===== config.mk =====
export PLATFORM = sky130hd
export DESIGN_NAME = frame_sched
export DESIGN_NICKNAME = d
export VERILOG_FILES = /design/src/rtl/frame_sched.sv
export SDC_FILE = /design/constraint.sdc
export NUM_CORES = 1
export LEC_CHECK = 0
export ABC_AREA = 1
export CORE_ASPECT_RATIO = 1.1
export CORE_MARGIN = 4
export CORE_UTILIZATION = 55
export DETAILED_ROUTE_END_ITERATION = 10
export PLACE_DENSITY_LB_ADDON = 0.1
export SYNTH_ARGS = -nofsm -noshare
export SYNTH_HDL_FRONTEND = slang
export SYNTH_SLANG_ARGS = --single-unit
export TNS_END_PERCENT = 5

===== constraint.sdc =====
create_clock -name clk -period 2.45 [get_ports clk]
set_clock_uncertainty 0.2 [all_clocks]
set_input_delay 0.245 -clock clk [delete_from_list [all_inputs] [get_ports clk]]
set_output_delay 0.245 -clock clk [all_outputs]
set_load 0.02 [all_outputs]

===== src/rtl/frame_sched.sv =====
`default_nettype none
// ============================================================================
//  Module      : frame_sched
//  Description : Double-buffered frame scheduler. Hands a RAM bank to a word
//                serializer, requests one word at a time, guards each word
//                with a watchdog, and ends every frame with a line-low latch
//                interval. Bank swaps happen only between frames, in IDLE.
//
//  Ports
//    clk        in   system clock, rising edge
//    Rst        in   synchronous active-high reset
//    auto_en    in   re-send current read bank when no swap is pending
//    wr_done    in   pulse: writer finished filling wr_bank
//    frame_len  in   index of last word in frame (words = frame_len+1)
//    word_done  in   pulse: serializer finished the current word
//    word_req   out  pulse: fetch/send word at {rd_bank, rd_addr}
//    rd_addr    out  word address within the read bank
//    rd_bank    out  bank read by the serializer
//    wr_bank    out  bank owned by the writer (always ~rd_bank)
//    line_low   out  high during the latch interval
//    busy       out  high whenever not idle
//    frame_cnt  out  completed frames, wraps modulo 256
//    err_ovr    out  sticky: wr_done arrived while a swap was already pending
//    err_tmo    out  sticky: word_done watchdog expired
//
//  Revision    : 1.0  initial release
// ============================================================================
module frame_sched #(
   parameter int AW        = 6,
   parameter int LATCH_CYC = 2500,
   parameter int TMO_CYC   = 4095
) (
   input  logic          clk,
   input  logic          Rst,
   input  logic          auto_en,
   input  logic          wr_done,
   input  logic [AW-1:0] frame_len,
   input  logic          word_done,
   output logic          word_req,
   output logic [AW-1:0] rd_addr,
   output logic          rd_bank,
   output logic          wr_bank,
   output logic          line_low,
   output logic          busy,
   output logic [7:0]    frame_cnt,
   output logic          err_ovr,
   output logic          err_tmo
);

   localparam logic [2:0] c_st_idle  = 3'd0;
   localparam logic [2:0] c_st_start = 3'd1;
   localparam logic [2:0] c_st_send  = 3'd2;
   localparam logic [2:0] c_st_wait  = 3'd3;
   localparam logic [2:0] c_st_latch = 3'd4;

   localparam logic [15:0]   c_latch_load = 16'(LATCH_CYC);
   localparam logic [15:0]   c_tmo_last   = 16'(TMO_CYC - 1);
   localparam logic [AW-1:0] c_addr_one   = {{(AW-1){1'b0}}, 1'b1};

   logic [2:0]    r_state;
   logic [AW-1:0] r_rd_addr;
   logic [AW-1:0] r_len;
   logic          r_rd_bank;
   logic          r_pending;
   logic [15:0]   r_wdog;
   logic [15:0]   r_lcnt;
   logic [7:0]    r_frame_cnt;
   logic          r_err_ovr;
   logic          r_err_tmo;

   // The pending swap is taken in the same cycle IDLE looks at it; a wr_done
   // arriving in that cycle re-arms pending for the following frame.
   logic w_consume;
   assign w_consume = (r_state == c_st_idle) && r_pending;

   always_ff @(posedge clk) begin
      if (Rst) begin
         r_state     <= c_st_idle;
         r_rd_addr   <= '0;
         r_len       <= '0;
         r_rd_bank   <= 1'b1;
         r_pending   <= 1'b0;
         r_wdog      <= '0;
         r_lcnt      <= '0;
         r_frame_cnt <= '0;
         r_err_ovr   <= 1'b0;
         r_err_tmo   <= 1'b0;
      end else begin
         case (r_state)
            c_st_idle: begin
               if (r_pending) begin
                  r_rd_bank <= ~r_rd_bank;
                  r_state   <= c_st_start;
               end else if (auto_en) begin
                  r_state   <= c_st_start;
               end
            end
            c_st_start: begin
               // Length is frozen here so mid-frame edits only affect the
               // next frame.
               r_rd_addr <= '0;
               r_len     <= frame_len;
               r_state   <= c_st_send;
            end
            c_st_send: begin
               r_wdog  <= '0;
               r_state <= c_st_wait;
            end
            c_st_wait: begin
               if (word_done) begin
                  if (r_rd_addr == r_len) begin
                     r_lcnt  <= c_latch_load;
                     r_state <= c_st_latch;
                  end else begin
                     r_rd_addr <= r_rd_addr + c_addr_one;
                     r_state   <= c_st_send;
                  end
               end else if (r_wdog == c_tmo_last) begin
                  // TMO_CYC silent cycles in WAIT: give up on the frame.
                  r_err_tmo <= 1'b1;
                  r_lcnt    <= c_latch_load;
                  r_state   <= c_st_latch;
               end else begin
                  r_wdog <= r_wdog + 16'd1;
               end
            end
            c_st_latch: begin
               if (r_lcnt == 16'd1) begin
                  r_frame_cnt <= r_frame_cnt + 8'd1;
                  r_state     <= c_st_idle;
               end else begin
                  r_lcnt <= r_lcnt - 16'd1;
               end
            end
            default: r_state <= c_st_idle;
         endcase

         if (wr_done) begin
            if (!r_pending || w_consume) begin
               r_pending <= 1'b1;
            end else begin
               r_err_ovr <= 1'b1;
            end
         end else if (w_consume) begin
            r_pending <= 1'b0;
         end
      end
   end

   assign word_req  = (r_state == c_st_send);
   assign rd_addr   = r_rd_addr;
   assign rd_bank   = r_rd_bank;
   assign wr_bank   = ~r_rd_bank;
   assign line_low  = (r_state == c_st_latch);
   assign busy      = (r_state != c_st_idle);
   assign frame_cnt = r_frame_cnt;
   assign err_ovr   = r_err_ovr;
   assign err_tmo   = r_err_tmo;

endmodule
`default_nettype wire


==> images/layer_met4.png <==
Scale: 4 px per um.
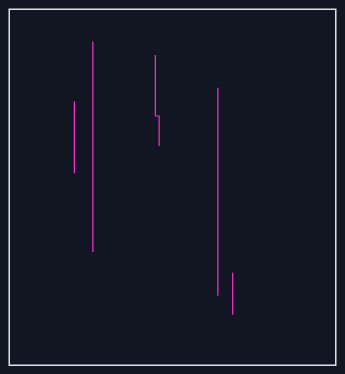
longest straight run = 52.4 um
main direction = vertical
wire length on this layer = 155 um
nets with wire on the layer = 4

==> images/power_grid.png <==
Scale: 6 px per um. Pins as bars on the die edge.
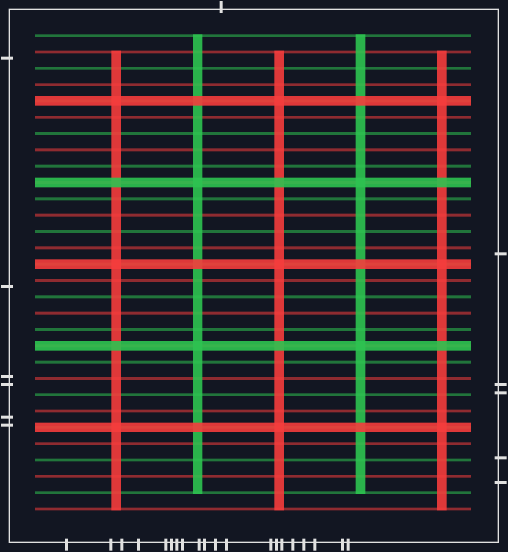
green -> VDD
red -> VSS
met4 straps = 5
rows = 29
met1 rails = 30

==> reports/metrics.csv <==
stage;metric;value;unit
power_and_ir_drop;Pwr Total;2679;uW
worst_hold_path;worst hold path depth;2;
finish;Commonest Layout Cell;nand2_1;
floorplan;Die W;81.27;um
worst_setup_path;Worst Path Max Fanout;4;
finish;#MultiIn Comb;369;
clock_network;CTS tree;yes;
power_and_ir_drop;Int Power;1773;uW
worst_setup_path;Worst EP arrival;1780;ps
sta;Setup-failing EPs final;0;
worst_setup_path;CP Launch Type;register;
status;status;finished clean;
finish;invs w/o clock;59;
worst_setup_path;R2R Setup Slk;340;ps
power_and_ir_drop;Power Dens Cells;699.4;nW/um^2
logic_synthesis;Dominant flop cell;dfxtp_1;
floorplan;I/O pin cnt;32;
clock_network;CTS Sinks;59;
sta;Final min period;2229;ps
clock_network;clk latency late pin;330;ps
global_routing;vias in the first global route;3024;
logic_synthesis;Max-area cell share;36.36;%
sta;Rel. slew slack;62.24;%
finish;sequential share of cell area;30.84;%
logic_synthesis;count leader, synth;nand2_1;
worst_setup_path;crit path DRT;2010;ps
logic_synthesis;number of enable flip-flop cells;0;
sta;worst-margin pin slew;565.8;ps
worst_setup_path;worst path bufs/invs;2;
detailed_routing;vias;3164;
placed_design;routability congestion estimate;0.9025;
detailed_routing;antenna viol nets, final;0;
sta;final setup TNS;0;ps
sta;crit share post-route;90.98;%
detailed_routing;DRT Wirelength;7.424;mm
finish;final instance area;3830;um^2
finish;NonClk Buf Share;9.278;%
floorplan;Core Region;5733;um^2
power_and_ir_drop;clock-net power;847;uW
logic_synthesis;Post-synth regs;59;
flow_run;tool warnings;28;
power_and_ir_drop;worst vdd ir;0.0006047;V
placed_design;dpl cell area;3649;um^2
sta;unrepaired setup endpoints after global routing;false;
-- metal layers --
layer | track usage, % | routed length, um
met4 | 10.14 | 155
met5 | 0 | 0
met1 | 28.27 | 3478
met2 | 39.78 | 3559
met3 | 4.481 | 230
-- stage by stage --
stage | instances | util, % | setup slack, ps
after floorplan | 496 | - | 675.4
after global placement | 601 | 63.64 | 444.5
after detailed placement | 601 | 63.64 | 326.2
after CTS | 615 | 66.80 | 202.5
after global routing | 615 | 66.80 | 105.9
final | 615 | 66.80 | 221.0
-- state kept, by name, indices dropped and copies added (netlist names) --
| name | count |
|---|---|
| err_tmo | 1 |
| frame_cnt | 8 |
| r_lcnt | 16 |
| r_pending | 1 |
| r_len | 6 |
| rd_bank | 1 |
| r_state | 3 |
| err_ovr | 1 |
| r_wdog | 16 |
| rd_addr | 6 |
Power and IR drop assume default switching activity.
